### src/rtl/sys_bus_ctrl_if.sv
// +----------------------------------------------------------------------------
// | sys_bus_ctrl_if : core-side and device-side bus signals of sys_bus_ctrl
// | Rev 1.0
// +----------------------------------------------------------------------------
`timescale 1ns/1ps
`default_nettype none

interface sys_bus_ctrl_if;
    logic         core_req_i;
    logic         core_we_i;
    logic [31:0]  core_addr_i;
    logic [31:0]  core_wdata_i;
    logic [31:0]  core_rdata_o;
    logic         core_stall_o;
    logic [7:0]   dev_req_o;
    logic         dev_we_o;
    logic [31:0]  dev_addr_o;
    logic [31:0]  dev_wdata_o;
    logic [255:0] dev_rdata_i;
    logic         bus_err_o;
    logic [31:0]  err_addr_o;
    logic [15:0]  err_cnt_o;

    // The controller is the slave; the core plus the device fabric form the master side.
    modport slave (
        input  core_req_i, core_we_i, core_addr_i, core_wdata_i, dev_rdata_i,
        output core_rdata_o, core_stall_o, dev_req_o, dev_we_o, dev_addr_o,
               dev_wdata_o, bus_err_o, err_addr_o, err_cnt_o
    );

    modport master (
        output core_req_i, core_we_i, core_addr_i, core_wdata_i, dev_rdata_i,
        input  core_rdata_o, core_stall_o, dev_req_o, dev_we_o, dev_addr_o,
               dev_wdata_o, bus_err_o, err_addr_o, err_cnt_o
    );
endinterface

`default_nettype wire

### src/rtl/sys_bus_ctrl.sv
// +----------------------------------------------------------------------------
// | sys_bus_ctrl : decodes core accesses onto up to 8 devices, logs unmapped hits
// | Rev 1.0
// +----------------------------------------------------------------------------
`timescale 1ns/1ps
`default_nettype none

module sys_bus_ctrl #(
    parameter logic [7:0] DEV_MASK = 8'h07
) (
    input  logic          clk_i,
    input  logic          rst_ni,
    sys_bus_ctrl_if.slave bus
);
    localparam logic [0:0] c_IDLE  = 1'b0;
    localparam logic [0:0] c_RDATA = 1'b1;

    logic [0:0]  state_q, state_d;
    logic [2:0]  sel_q, sel_d;
    logic        unm_q, unm_d;
    logic        bus_err_q, bus_err_d;
    logic [31:0] err_addr_q, err_addr_d;
    logic [15:0] err_cnt_q, err_cnt_d;

    logic [7:0]  w_idx;
    logic [7:0]  w_onehot;
    logic        w_mapped;
    logic        w_unm_acc;
    logic [7:0]  w_dev_req;
    logic        w_stall;
    logic [31:0] w_rdata;

    assign w_idx     = bus.core_addr_i[31:24];
    assign w_mapped  = (w_idx < 8'd8) && DEV_MASK[w_idx[2:0]];
    assign w_onehot  = 8'b0000_0001 << w_idx[2:0];
    assign w_unm_acc = (state_q == c_IDLE) && bus.core_req_i && !w_mapped;

    always_ff @(posedge clk_i or negedge rst_ni) begin
        if (!rst_ni) begin
            state_q <= c_IDLE;
        end else begin
            state_q <= state_d;
        end
    end

    always_comb begin
        state_d = state_q;
        sel_d   = sel_q;
        unm_d   = unm_q;
        case (state_q)
            c_IDLE: begin
                if (bus.core_req_i && !bus.core_we_i) begin
                    state_d = c_RDATA;
                    sel_d   = w_idx[2:0];
                    unm_d   = !w_mapped;
                end
            end
            c_RDATA: begin
                state_d = c_IDLE;
            end
        endcase
    end

    // Outputs are gated by rst_ni so a request held through reset cannot leak out.
    always_comb begin
        w_dev_req = 8'h00;
        w_stall   = 1'b0;
        w_rdata   = 32'h0;
        if (rst_ni) begin
            case (state_q)
                c_IDLE: begin
                    if (bus.core_req_i) begin
                        if (w_mapped) begin
                            w_dev_req = w_onehot & DEV_MASK;
                        end
                        w_stall = !bus.core_we_i;
                    end
                end
                c_RDATA: begin
                    if (!unm_q) begin
                        w_rdata = bus.dev_rdata_i[{sel_q, 5'b0_0000} +: 32];
                    end
                end
            endcase
        end
    end

    always_comb begin
        bus_err_d  = w_unm_acc;
        err_addr_d = w_unm_acc ? bus.core_addr_i : err_addr_q;
        err_cnt_d  = (w_unm_acc && (err_cnt_q != 16'hFFFF)) ? err_cnt_q + 16'd1 : err_cnt_q;
    end

    always_ff @(posedge clk_i or negedge rst_ni) begin
        if (!rst_ni) begin
            sel_q      <= 3'd0;
            unm_q      <= 1'b0;
            bus_err_q  <= 1'b0;
            err_addr_q <= 32'h0;
            err_cnt_q  <= 16'h0;
        end else begin
            sel_q      <= sel_d;
            unm_q      <= unm_d;
            bus_err_q  <= bus_err_d;
            err_addr_q <= err_addr_d;
            err_cnt_q  <= err_cnt_d;
        end
    end

    assign bus.dev_req_o    = w_dev_req;
    assign bus.core_stall_o = w_stall;
    assign bus.core_rdata_o = w_rdata;
    assign bus.dev_we_o     = bus.core_we_i;
    assign bus.dev_addr_o   = bus.core_addr_i;
    assign bus.dev_wdata_o  = bus.core_wdata_i;
    assign bus.bus_err_o    = bus_err_q;
    assign bus.err_addr_o   = err_addr_q;
    assign bus.err_cnt_o    = err_cnt_q;

endmodule

`default_nettype wire
### src/flat_wrapper.sv
// flat-port wrapper written by rule: the top's interface ports become plain ports
module sys_bus_ctrl_flat 
#(
    parameter logic [7:0] DEV_MASK = 8'h07
)
  (clk_i, rst_ni, bus_core_req_i, bus_core_we_i, bus_core_addr_i, bus_core_wdata_i, bus_dev_rdata_i, bus_core_rdata_o, bus_core_stall_o, bus_dev_req_o, bus_dev_we_o, bus_dev_addr_o, bus_dev_wdata_o, bus_bus_err_o, bus_err_addr_o, bus_err_cnt_o);
  sys_bus_ctrl_if bus_i ();
  input  logic clk_i;
  input  logic rst_ni;
  input wire logic [$bits(bus_i.core_req_i)-1:0] bus_core_req_i;
  input wire logic [$bits(bus_i.core_we_i)-1:0] bus_core_we_i;
  input wire logic [$bits(bus_i.core_addr_i)-1:0] bus_core_addr_i;
  input wire logic [$bits(bus_i.core_wdata_i)-1:0] bus_core_wdata_i;
  input wire logic [$bits(bus_i.dev_rdata_i)-1:0] bus_dev_rdata_i;
  output wire logic [$bits(bus_i.core_rdata_o)-1:0] bus_core_rdata_o;
  output wire logic [$bits(bus_i.core_stall_o)-1:0] bus_core_stall_o;
  output wire logic [$bits(bus_i.dev_req_o)-1:0] bus_dev_req_o;
  output wire logic [$bits(bus_i.dev_we_o)-1:0] bus_dev_we_o;
  output wire logic [$bits(bus_i.dev_addr_o)-1:0] bus_dev_addr_o;
  output wire logic [$bits(bus_i.dev_wdata_o)-1:0] bus_dev_wdata_o;
  output wire logic [$bits(bus_i.bus_err_o)-1:0] bus_bus_err_o;
  output wire logic [$bits(bus_i.err_addr_o)-1:0] bus_err_addr_o;
  output wire logic [$bits(bus_i.err_cnt_o)-1:0] bus_err_cnt_o;
  assign bus_i.core_req_i = bus_core_req_i;
  assign bus_i.core_we_i = bus_core_we_i;
  assign bus_i.core_addr_i = bus_core_addr_i;
  assign bus_i.core_wdata_i = bus_core_wdata_i;
  assign bus_i.dev_rdata_i = bus_dev_rdata_i;
  assign bus_core_rdata_o = bus_i.core_rdata_o;
  assign bus_core_stall_o = bus_i.core_stall_o;
  assign bus_dev_req_o = bus_i.dev_req_o;
  assign bus_dev_we_o = bus_i.dev_we_o;
  assign bus_dev_addr_o = bus_i.dev_addr_o;
  assign bus_dev_wdata_o = bus_i.dev_wdata_o;
  assign bus_bus_err_o = bus_i.bus_err_o;
  assign bus_err_addr_o = bus_i.err_addr_o;
  assign bus_err_cnt_o = bus_i.err_cnt_o;
  sys_bus_ctrl #(.DEV_MASK(DEV_MASK)) u_core (.clk_i(clk_i), .rst_ni(rst_ni), .bus(bus_i));
endmodule
### config.mk
export PLATFORM = sky130hd
export DESIGN_NAME = sys_bus_ctrl_flat
export DESIGN_NICKNAME = d
export VERILOG_FILES = /design/src/rtl/sys_bus_ctrl_if.sv /design/src/rtl/sys_bus_ctrl.sv /design/src/flat_wrapper.sv
export SDC_FILE = /design/constraint.sdc
export NUM_CORES = 1
export LEC_CHECK = 0
export CORE_AREA = 2 2 188 190
export CTS_CLUSTER_SIZE = 10
export DETAILED_ROUTE_END_ITERATION = 16
export DIE_AREA = 0 0 190 192
export MAX_ROUTING_LAYER = met4
export PLACE_DENSITY = 0.48
export SLEW_MARGIN = 20
export SYNTH_ARGS = -nofsm -noshare
export SYNTH_HDL_FRONTEND = slang
export SYNTH_SLANG_ARGS = --single-unit
### constraint.sdc
create_clock -name clk_i -period 2.6 [get_ports clk_i]
set_input_delay 0.52 -clock clk_i [delete_from_list [all_inputs] [get_ports clk_i]]
set_output_delay 0.52 -clock clk_i [all_outputs]
set_load 0.02 [all_outputs]
==> run_1/clock_map.png <==
The bar under the picture is 50 um long.
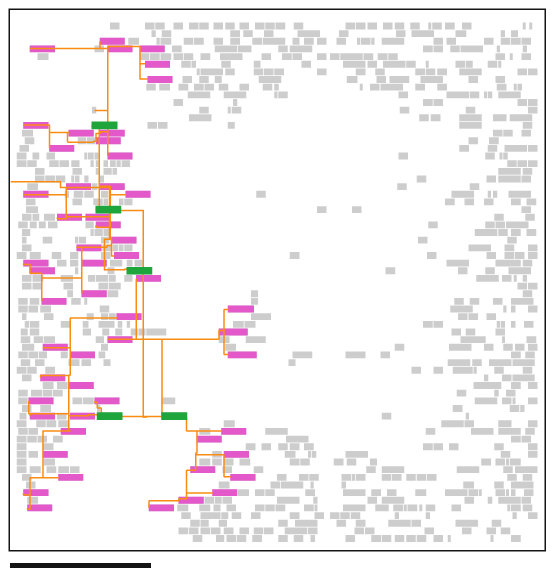
Orange is clock wires, length 907 um. Magenta is flip-flops, count 54. Green is cells driving clock nets, count 5.
There are 6 routed clock nets.
Fin Clk Skew: 0.006309 ns
Clk pwr share: 0.175
clock latency on the worst-skew pair: 0.30 ns
Clk. pwr: 0.000703 W

==> run_1/pins.png <==
Pins as bars across the die edge, other pins in grey.
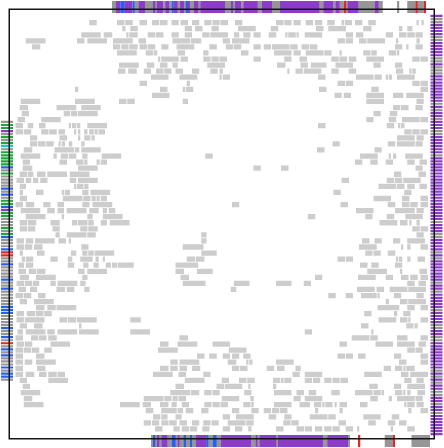
Purple is bus_dev_rdata_i, pins 256, direction input, edge 105 east, 83 north, 66 south, 2 west. Blue is bus_err_addr_o, pins 32, direction output, edge 19 west, 8 south, 5 north. Green is bus_err_cnt_o, pins 16, direction output, edge west. Cyan is clk_i, pins 1, direction input, edge west. Red is bus_dev_req_o, pins 8, direction output, edge 3 west, 3 north, 2 south.

==> run_1/met4.png <==
Cells faint in the background.
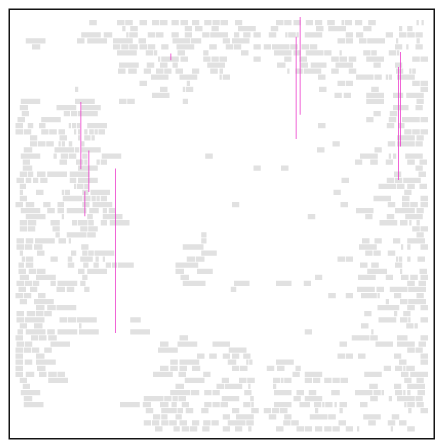
The longest straight run is 73.4 um. 7 nets have wire on it. The wires run mostly vertical.

==> flow_summary_export.csv, run 1 <==
group,metric,value,unit
timing,finalSetupTns,0,ns
floorplan,core,34290,um^2
yosys,avgSynthCellArea,12.63,um^2
yosys,async_reset_ff_frac,1.000,
route,dr.pass1.iters,4,
pwr,ir_drop,0.3293,mV
yosys,yosys-top-cells-count,"buf_4 (75), mux4_2 (64), dfrtp_1 (54)",
clocking,clock-root-buffer,"clkbuf_16",
critical_path,crit_chain,"buf_12, buf_12, buf_4, mux4_2, mux2i_1, nor2_1, buf_2",
clocking,cts_sinks,54,
outcome,status,"finished, final reports clean",
critical_path,slowest_delay,0.51,ns
min_path,hold_path_class,"in2async",
critical_path,arrival,2.03,ns
timing,fin_ws,0.05183,ns
place,numPortBuffers,409,
timing,final_hold_viol_count,0,
yosys,ys_seq_frac,0.2860,
flow_run,drv_cap,0,
yosys,edf_count,0,
global_route,grt_usage,0.1294,
route,viasPerCell,3.836,
global_route,antenna_found_initial,1,
cells_and_area,fin_nets,1067,
yosys,topCellsByArea,"mux4_2 (31%), dfrtp_1 (29%), buf_4 (12%)",
route,drt_iter0_drc,90,
pwr,p_leak,3.599,nW
clocking,cts_max_path_buffers,2,
global_route,grt_first_pass_wirelength,33640,um
route,ant_nets,0,
yosys,ys.flops,54,
critical_path,worstPathMaxFanout,14,
global_route,globalRoute.totalOverflow,0,
clocking,cts_tree,"built",
cells_and_area,area_delta_synth_final,96.21,%
timing,maxSlewViolCount,0,
timing,finalClockPeriodUsage,0.9801,
floorplan,ios,479,
place,finalWeightedCongestion,0.7645,
clocking,cts_buffers,5,
route,drt-total-wl,24730,um
floorplan,die_w,190,um
global_route,first_global_vias,4997,
yosys,synth_top_cell_by_area,"mux4_2",
timing,hold_slack,0.3153,ns
-- run 1: timing repair --
item | CTS | global route
endpoints found under the setup margin | 35 | 27
resized | 134 | 27
gates cloned | 0 | 2
buffers inserted | 4 | 5
pin swaps | 6 | 4
-- run 1: cell type report --
class,count,area [um^2]
repair buffers,451,4412
well taps,455,569.3
diodes,1,2.502
inverters,1,3.754
clock buffers,7,142.6
clock inverters,1,5.005
multi-input cells,229,2775
flip-flops and latches,54,1360
fillers,3583,25020
-- run 1: state kept, by name (all words and copies together), names as in the netlist --
register	cells
u_core.unm_q	1
u_core.sel_q	3
u_core.bus.err_addr_o	32
u_core.state_q	1
u_core.bus.bus_err_o	1
u_core.bus.err_cnt_o	16
-- run 1: worst paths after layout --
| check | startpoint | end | slack (ns) | cells after the start |
|---|---|---|---|---|
| min reg2reg | u_core.bus.err_cnt_o[15] | u_core.bus.err_cnt_o[15] | 0.49 | 1 |
| max in group asynchronous | rst_ni | u_core.bus.err_addr_o[3] | 1.98 | 2 |
| max | u_core.sel_q[0] | bus_core_rdata_o[20] | 0.05 | 7 |
| max reg2reg | u_core.bus.err_cnt_o[2] | u_core.bus.err_cnt_o[14] | 0.89 | 5 |
| min in group clk_i | u_core.bus.err_cnt_o[15] | u_core.bus.err_cnt_o[15] | 0.49 | 1 |
| min | rst_ni | u_core.unm_q | 0.32 | 2 |
-- run 1: where the power goes --
group          internal, W  switching (W)  leakage (nW)  total (W)
logic              0.00136       0.000876          2.88    0.00224
registers         0.000969       0.000109         0.646    0.00108
clock network     0.000384       0.000319        0.0739   0.000703
-- run 1: cell families after synthesis --
| logic type | share of synthesized area |
|---|---|
| simple gates | 0.07282 |
| mux | 0.4608 |
| buf+inv | 0.1372 |
| other cells | 0.0007937 |
| fa+ha+maj | 0.002648 |
| compound gates | 0.01562 |
| xor+xnor | 0.02410 |
| flops | 0.2860 |
-- run 1: cells in the final DEF (no fill, tap or decap), drive strengths merged, types with 2 or more instances in the layout --
cell           synthesis  layout
mux4                  64      64
nand4                  3       3
and3                   4       4
xor2                   3       3
clkbuf                 5      14
nor3b                  2       2
nand3                  9       9
mux2i                 33      33
nand2                  4       4
and4                   2       2
buf                   89      67
o21a                   2       2
and2                   2       2
mux2                  36      36
clkdlybuf4s50          0     364
nor3                   2       2
dlygate4sd2            0       5
conb                   1       5
xnor2                 10      10
dfrtp                 54      54
clkdlybuf4s15          0       7
a21oi                  3       3
nor2                  37      37
-- run 1: per-layer routing --
metal  global-route usage  share of wire  vias up
met4              0.02504          0.013        0
met5                    -              0        -
met2               0.2382           0.53      270
met1               0.1422           0.38     2221
met3              0.03088          0.082       19
li1                     -              -     2089
-- run 1: worst reg2reg max path, stage by stage, from the launching register on --
cell and delay, ns:
dfrtp_1 0.45, and4_1 0.30, nand4_2 0.17, nor3_2 0.35
nand4_1 0.18, xnor2_1 0.15
==> run_1/final_congestion.png <==
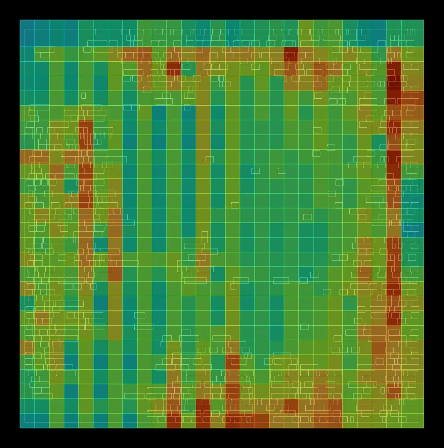

==> run 2: changes to the inputs <==
- DONT_BUFFER_PORTS: default -> 1
- GPL_TIMING_DRIVEN: default -> 0
- PLACE_DENSITY: 0.48 -> 0.3
==> run_2/final_congestion.png <==
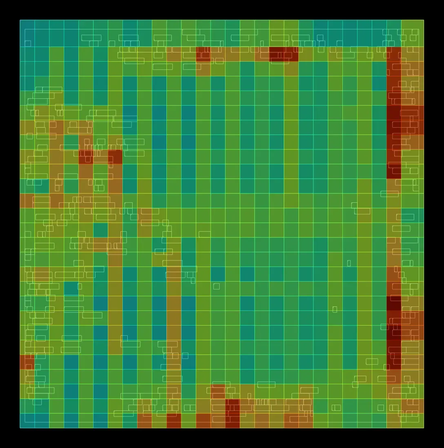
GR Util met1: 0.1128
Total Routing Usage GR: 0.1070
Layout Utilization: 0.1649
met2 GRT Util: 0.1815
GR Util met3: 0.03928

==> run_2/pins.png <==
Pins as bars across the die edge, other pins in grey.
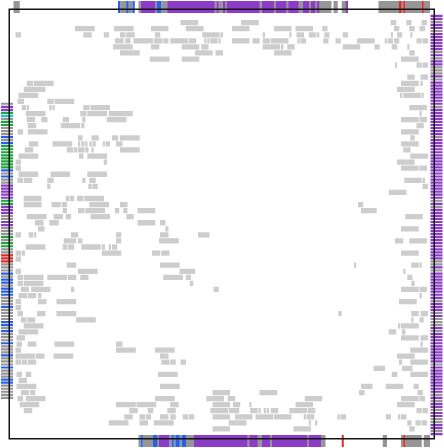
Blue is bus_err_addr_o, pins 32, direction output, edge 19 west, 8 south, 5 north. Green is bus_err_cnt_o, pins 16, direction output, edge west. Cyan is clk_i, pins 1, direction input, edge west. Red is bus_dev_req_o, pins 8, direction output, edge 3 west, 3 north, 2 south. Purple is bus_dev_rdata_i, pins 256, direction input, edge 111 east, 71 north, 62 south, 12 west.
All pins by edge: 139 east, 135 north, 107 south, 98 west.
die height: 192 um
Die Wd: 190 um

==> run_2/clock_map.png <==
The bar under the picture is 50 um long.
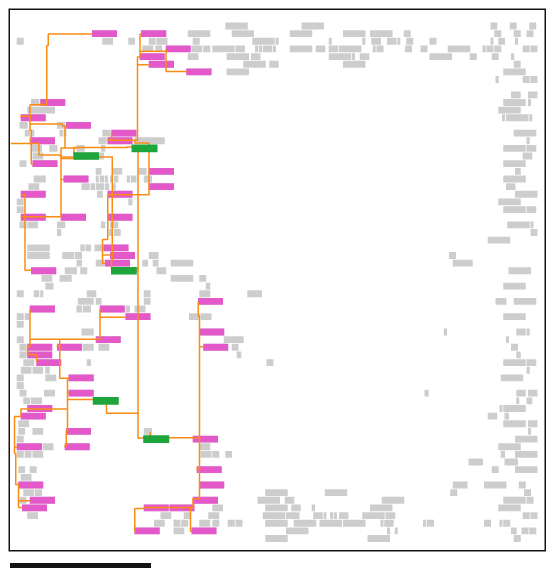
Green is cells driving clock nets, count 5. Orange is clock wires, length 892 um. Magenta is flip-flops, count 54.
There are 6 routed clock nets.

==> run 2 against run 1 <==
The run now ends with setup timing left. Worst hold slack worse by 0.26 ns. Sequential share of layout area up 9.2 points. Synthesized area unchanged. Global-route usage down 2.2 points. Final area down 39%. Core utilization down 11 points. Clock power up 14%. Clock skew up 0.0015 ns. Power down 15%. First-iteration DRC count up 42%. Non-clock buffer count down 355. Critical endpoint is now bus_dev_req_o[1]. Largest cell class is now combinational gates. Largest power group unchanged.
==> flow_summary_export.csv, run 2 <==
group,metric,value,unit
yosys,yosys-top-cells-count,"buf_4 (75), mux4_2 (64), dfrtp_1 (54)",
yosys,synth_top_cell_by_area,"mux4_2",
cells_and_area,fillCellCount,3822,
critical_path,cp.required,2.08,ns
critical_path,timing.rr.end,"u_core.bus.err_cnt_o[14]",
critical_path,ff2ff_setup_slack,0.68,ns
timing,skew,0.007767,ns
yosys,async_reset_ff_frac,1.000,
critical_path,worstPathMaxFanout,3,
cells_and_area,largest_reg_flops,32,
yosys,yosysCellCount,374,
critical_path,critPathSlowestCell,"nor3b_1",
floorplan,rows,68,
yosys,yosysTopAreaCellShare,0.3051,
yosys,yosysMostFrequentCell,"buf_4",
critical_path,r2r-start,"u_core.bus.err_cnt_o[2]",
global_route,grt_max_degree,55,
place,finalWeightedCongestion,0.8253,
route,dr.pass1.iters,4,
yosys,edf_count,0,
pwr,total_power,0.003425,W
route,drt-total-wl,21100,um
flow_run,tool_warnings,28,
min_path,hold_path_class,"in2async",
pwr,p_leak,2.148,nW
clocking,clock_latency,0.30,ns
place,dpl-instance-area,5309,um^2
route,wl_per_cell,24.73,um
cells_and_area,layout.cells.most_common_list,"buf_4 (77), mux4_2 (64), dfrtp_1 (54)",
critical_path,end_kind,"output port",
critical_path,critical_path_depth,4,
outcome,status,"complete, but fails checks",
critical_path,crit_chain,"nor4_2, and2_1, nand4b_1, nor3b_1",
flow_run,drv_cap,0,
yosys,netlist_instances,374,
cells_and_area,fin_nets,712,
yosys,topCellsByArea,"mux4_2 (31%), dfrtp_1 (29%), buf_4 (12%)",
critical_path,arrival,2.10,ns
outcome,violations,"setup timing",
cells_and_area,drive_gt1_frac,0.5541,
critical_path,critPathBufInv,0,
critical_path,slowest_delay,0.60,ns
clocking,htreeDepth,2,
clocking,cts_max_path_buffers,2,
timing,setup_viol,2,
timing,fin_ws,-0.01989,ns
yosys,ys_chip_area,4725,um^2
route,num_vias,3379,
yosys,avgSynthCellArea,12.63,um^2
timing,hold_slack,0.05206,ns
global_route,globalRoute.totalOverflow,0,
clocking,path_clk_slew,0.08,ns
global_route,first_global_vias,3823,
floorplan,core,34290,um^2
clocking,cts_tree,"built",
critical_path,critical-path-top-delay-family,"simple AND/OR/NAND/NOR gates",
yosys,ys_seq_frac,0.2860,
clocking,cts_buffers,5,
pwr,ir_drop,0.3344,mV
timing,max_slew_margin,0.5592,
route,viasPerCell,3.961,
cells_and_area,postLayoutCellArea,5653,um^2
route,drt_iter0_drc,128,
critical_path,reg2reg_depth,5,
cells_and_area,area_delta_synth_final,19.65,%
timing,final_hold_viol_count,0,
yosys,flop_cell,"dfrtp_1",
route,drc_errors,0,
place,dp_hpwl,18200,um
critical_path,startpoint_type,"primary input",
route,ant_nets,0,
pwr,cellPowerDensity,605.8,nW/um^2
yosys,synth_cell_types,34,
timing,fin_crit,2.620,ns
clocking,cts_sinks,54,
global_route,grt.busiest_layer,"met2",
timing,maxSlewViolCount,0,
global_route,antenna_found_initial,12,
yosys,ys.flops,54,
global_route,grt_first_pass_wirelength,27300,um
floorplan,ios,479,
clocking,clock-root-buffer,"clkbuf_16",
cells_and_area,layout_top_cell,"buf_4",
timing,finalClockPeriodUsage,1.008,
place,numPortBuffers,0,
floorplan,chipArea,36480,um^2
run 2: cell families after synthesis:
group | count (synthesis) | synth area share
mux | 133 | 0.4608
buf+inv | 95 | 0.1372
simple gates | 69 | 0.07282
flops | 54 | 0.2860
xor+xnor | 13 | 0.02410
compound gates | 8 | 0.01562
fa+ha+maj | 1 | 0.002648
other cells | 1 | 0.0007937
run 2: routing by layer:
metal,vias to the layer above,wire length [um]
li1,1378,-
met1,1674,7300
met5,-,0
met2,309,10770
met3,18,2599
met4,0,420
run 2: area by class of cell:
cell class,instances,area (um^2),share of cell area
multi-input cells,229,2773,0.4905
plain buffers,93,715.7,0.1266
inverters,1,3.754,0.0006640
diodes,10,25.02,0.004427
well taps,455,569.3,0.1007
repair buffers,3,42.54,0.007525
flip-flops and latches,54,1351,0.2390
clock buffers,5,125.1,0.02213
clock inverters,3,47.55,0.008411
run 2: power breakdown:
part           switching, W  internal [W]
clock              0.000338      0.000462
combinational      0.000628      0.000738
sequential         0.000296      0.000962
run 2: timing repair:
action	4_1_cts	5_1_grt
buffers inserted	2	0
gates resized	34	4
hold buffers	1	0
endpoints found under the setup margin	34	8
hold endpoints to repair	54	0
run 2: worst max path at each step:
stage | start | to
2_1_floorplan | bus_core_addr_i[31] | bus_dev_req_o[1]
3_3_place_gp | u_core.sel_q[1] | bus_core_rdata_o[1]
3_5_place_dp | u_core.sel_q[1] | bus_core_rdata_o[1]
4_1_cts | bus_core_addr_i[31] | bus_dev_req_o[1]
5_1_grt | bus_core_addr_i[31] | bus_dev_req_o[2]
6_report | bus_core_addr_i[31] | bus_dev_req_o[1]
run 2: through the flow:
step                std cells  setup slack [ns]  setup TNS (ns)
floorplan                 378            0.2479               0
global placement          833           -0.3587          -2.963
detailed placement        833           -0.3857          -2.974
CTS                       843          -0.05977         -0.1180
global route              852           -0.1479         -0.3849
finish                    853          -0.01989        -0.03161
==> run_2/met4.png <==
Cells faint in the background.
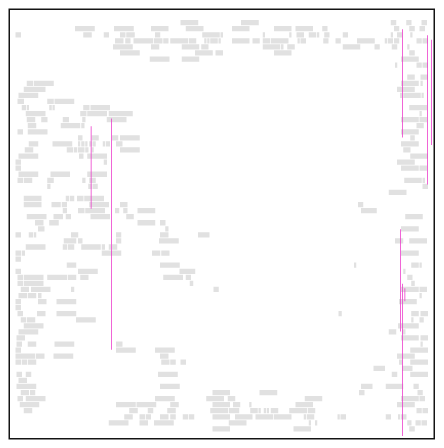

==> run 3: changes to the inputs <==
- CTS_BUF_LIST: default -> sky130_fd_sc_hd__clkbuf_8
- CTS_CLUSTER_SIZE: 10 -> 30
==> run_3/met4.png <==
Cells faint in the background.
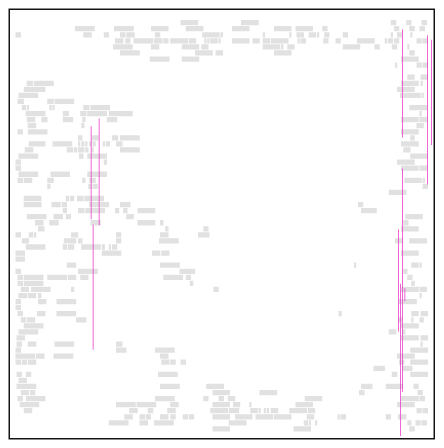
final WL: 21170 um
via count: 3378

==> run_3/clock_map.png <==
The bar under the picture is 50 um long.
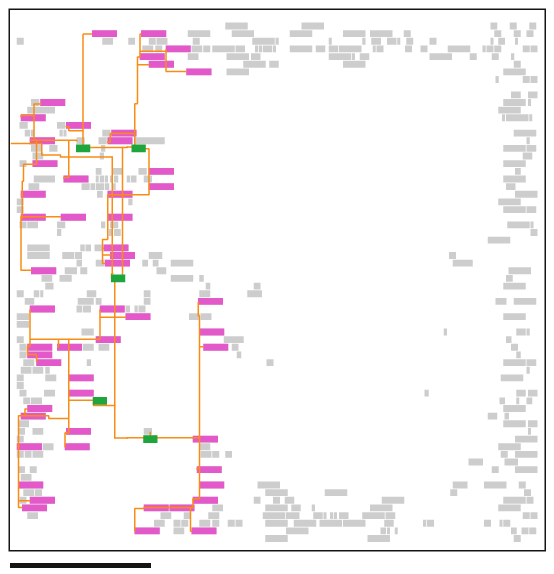
clock latency on the worst-skew pair: 0.33 ns
Clk pwr share: 0.187
Fin Clk Skew: 0.01058 ns

==> run 3 against run 2 <==
Sequential power hardly changed. Worst setup slack improved by 0.11 ns. The flow now finishes without violations. Via count about the same. Power shrank 4.9%. Count of clock-buffer cells in the layout unchanged. First-iteration DRC count down 23%. Clock power decreased by 24%. Synthesized cell count unchanged. Final area is 0.11% higher. Routed wire length rose by 0.35%.
==> flow_summary_export.csv, run 3 <==
group,metric,value,unit
outcome,status,"finished, final reports clean",
critical_path,cp.required,2.08,ns
cells_and_area,area_delta_synth_final,19.78,%
floorplan,ios,479,
cells_and_area,postLayoutCellArea,5659,um^2
route,drc_errors,0,
timing,fin_crit,2.511,ns
floorplan,die_h,192,um
cells_and_area,finalNonFillerCells,856,
global_route,grt_usage,0.1072,
pwr,p_leak,2.145,nW
yosys,netlist_instances,374,
timing,maxSlewViolCount,0,
timing,final_hold_viol_count,0,
route,dr.pass1.iters,4,
critical_path,critPathBufInv,2,
critical_path,arrival,1.99,ns
critical_path,critical_path_depth,5,
critical_path,worstPathMaxFanout,10,
floorplan,die_w,190,um
critical_path,startpoint_type,"flip-flop",
yosys,yosysTopAreaCellShare,0.3051,
critical_path,slowest_delay,0.52,ns
cells_and_area,drive_gt1_frac,0.5765,
place,dpl-instance-area,5309,um^2
yosys,ys_chip_area,4725,um^2
critical_path,r2r-start,"u_core.bus.err_cnt_o[2]",
timing,setup_viol,0,
place,dp_hpwl,18200,um
global_route,grt_first_pass_wirelength,27390,um
yosys,ys.flops,54,
pwr,cellPowerDensity,575.8,nW/um^2
route,viasPerCell,3.946,
clocking,path_clk_slew,0.11,ns
critical_path,worstSetupEndpoint,"bus_core_rdata_o[6]",
yosys,ys_seq_frac,0.2860,
critical_path,end_kind,"output port",
critical_path,timing.rr.end,"u_core.bus.err_cnt_o[14]",
global_route,grt_max_degree,55,
critical_path,crit_path_start,"u_core.sel_q[0]",
yosys,yosysCellCount,374,
route,drt_iter0_drc,99,
timing,finalClockPeriodUsage,0.9657,
critical_path,ff2ff_setup_slack,0.67,ns
yosys,async_reset_ff_frac,1.000,
yosys,avgSynthCellArea,12.63,um^2
yosys,yosysMostFrequentCell,"buf_4",
route,ant_nets,0,
yosys,synth_top_cell_by_area,"mux4_2",
global_route,antenna_found_initial,12,
timing,max_slew_margin,0.5536,
pwr,ir_drop,0.3069,mV
critical_path,reg2reg_depth,5,
cells_and_area,layout.cells.most_common_list,"buf_4 (81), mux4_2 (64), dfrtp_1 (54)",
place,dp_slack,-0.3857,ns
clocking,cts_sinks,54,
==> run_3/pins.png <==
Pins as bars across the die edge, other pins in grey.
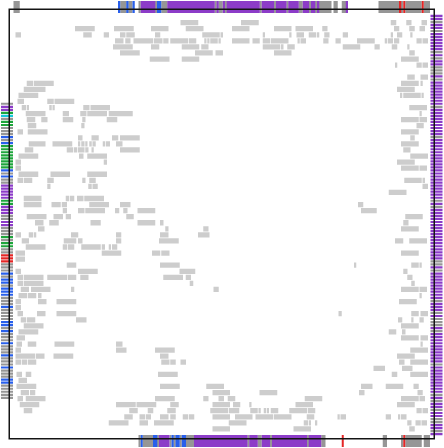
Port Buffers: 0

run 3: cells by family after synthesis:
kind of cell	share of synthesized area
compound gates	0.01562
xor+xnor	0.02410
fa+ha+maj	0.002648
buf+inv	0.1372
flops	0.2860
mux	0.4608
other cells	0.0007937
simple gates	0.07282
run 3: worst min-delay path by stage:
stage            from                         to  slack [ns]  depth (start not counted)
6_report       rst_ni    u_core.bus.err_cnt_o[5]        0.02                          1
5_1_grt        rst_ni    u_core.bus.err_cnt_o[5]        0.03                          1
4_1_cts        rst_ni  u_core.bus.err_addr_o[29]        0.03                          1
3_5_place_dp   rst_ni  u_core.bus.err_addr_o[29]        0.23                          0
3_3_place_gp   rst_ni    u_core.bus.err_cnt_o[5]        0.23                          0
2_1_floorplan  rst_ni       u_core.bus.bus_err_o        0.22                          0
run 3: through the flow:
stage	hold slack [ns]	util
finish	0.02299	0.1650
global route	0.02681	0.1650
CTS	0.02613	0.1621
detailed placement	0.2262	0.1548
global placement	0.2263	0.1548
floorplan	0.2244	-
run 3: metal layers:
metal / wire length, um / global-route usage
met1: 7451 / 0.1133
met2: 10750 / 0.1818
met3: 2442 / 0.03874
met4: 525 / 0.04442
met5: 0 / -
run 3: report_power, final:
| part | internal, W | switching (W) |
|---|---|---|
| Combinational | 0.000754 | 0.000638 |
| Sequential | 0.000962 | 0.000296 |
| Clock | 0.000294 | 0.000314 |
run 3: layout make-up:
type / count / area [um^2]
Clock buffer: 5 / 68.82
Tap cell: 455 / 569.3
Fill cell: 3827 / 28630
Antenna cell: 9 / 22.52
Sequential cell: 54 / 1351
Multi-Input combinational cell: 229 / 2808
Clock inverter: 3 / 47.55
Buffer: 93 / 715.7
Inverter: 1 / 3.754
Timing Repair Buffer: 7 / 72.57
run 3: timing repair:
item	CTS	global route
buffers inserted	2	4
endpoints found under the setup margin	34	27
hold buffers	1	0
hold endpoints to repair	54	0
gates resized	33	13
pin swaps	0	0
Power is estimated from default activity; no workload was simulated.
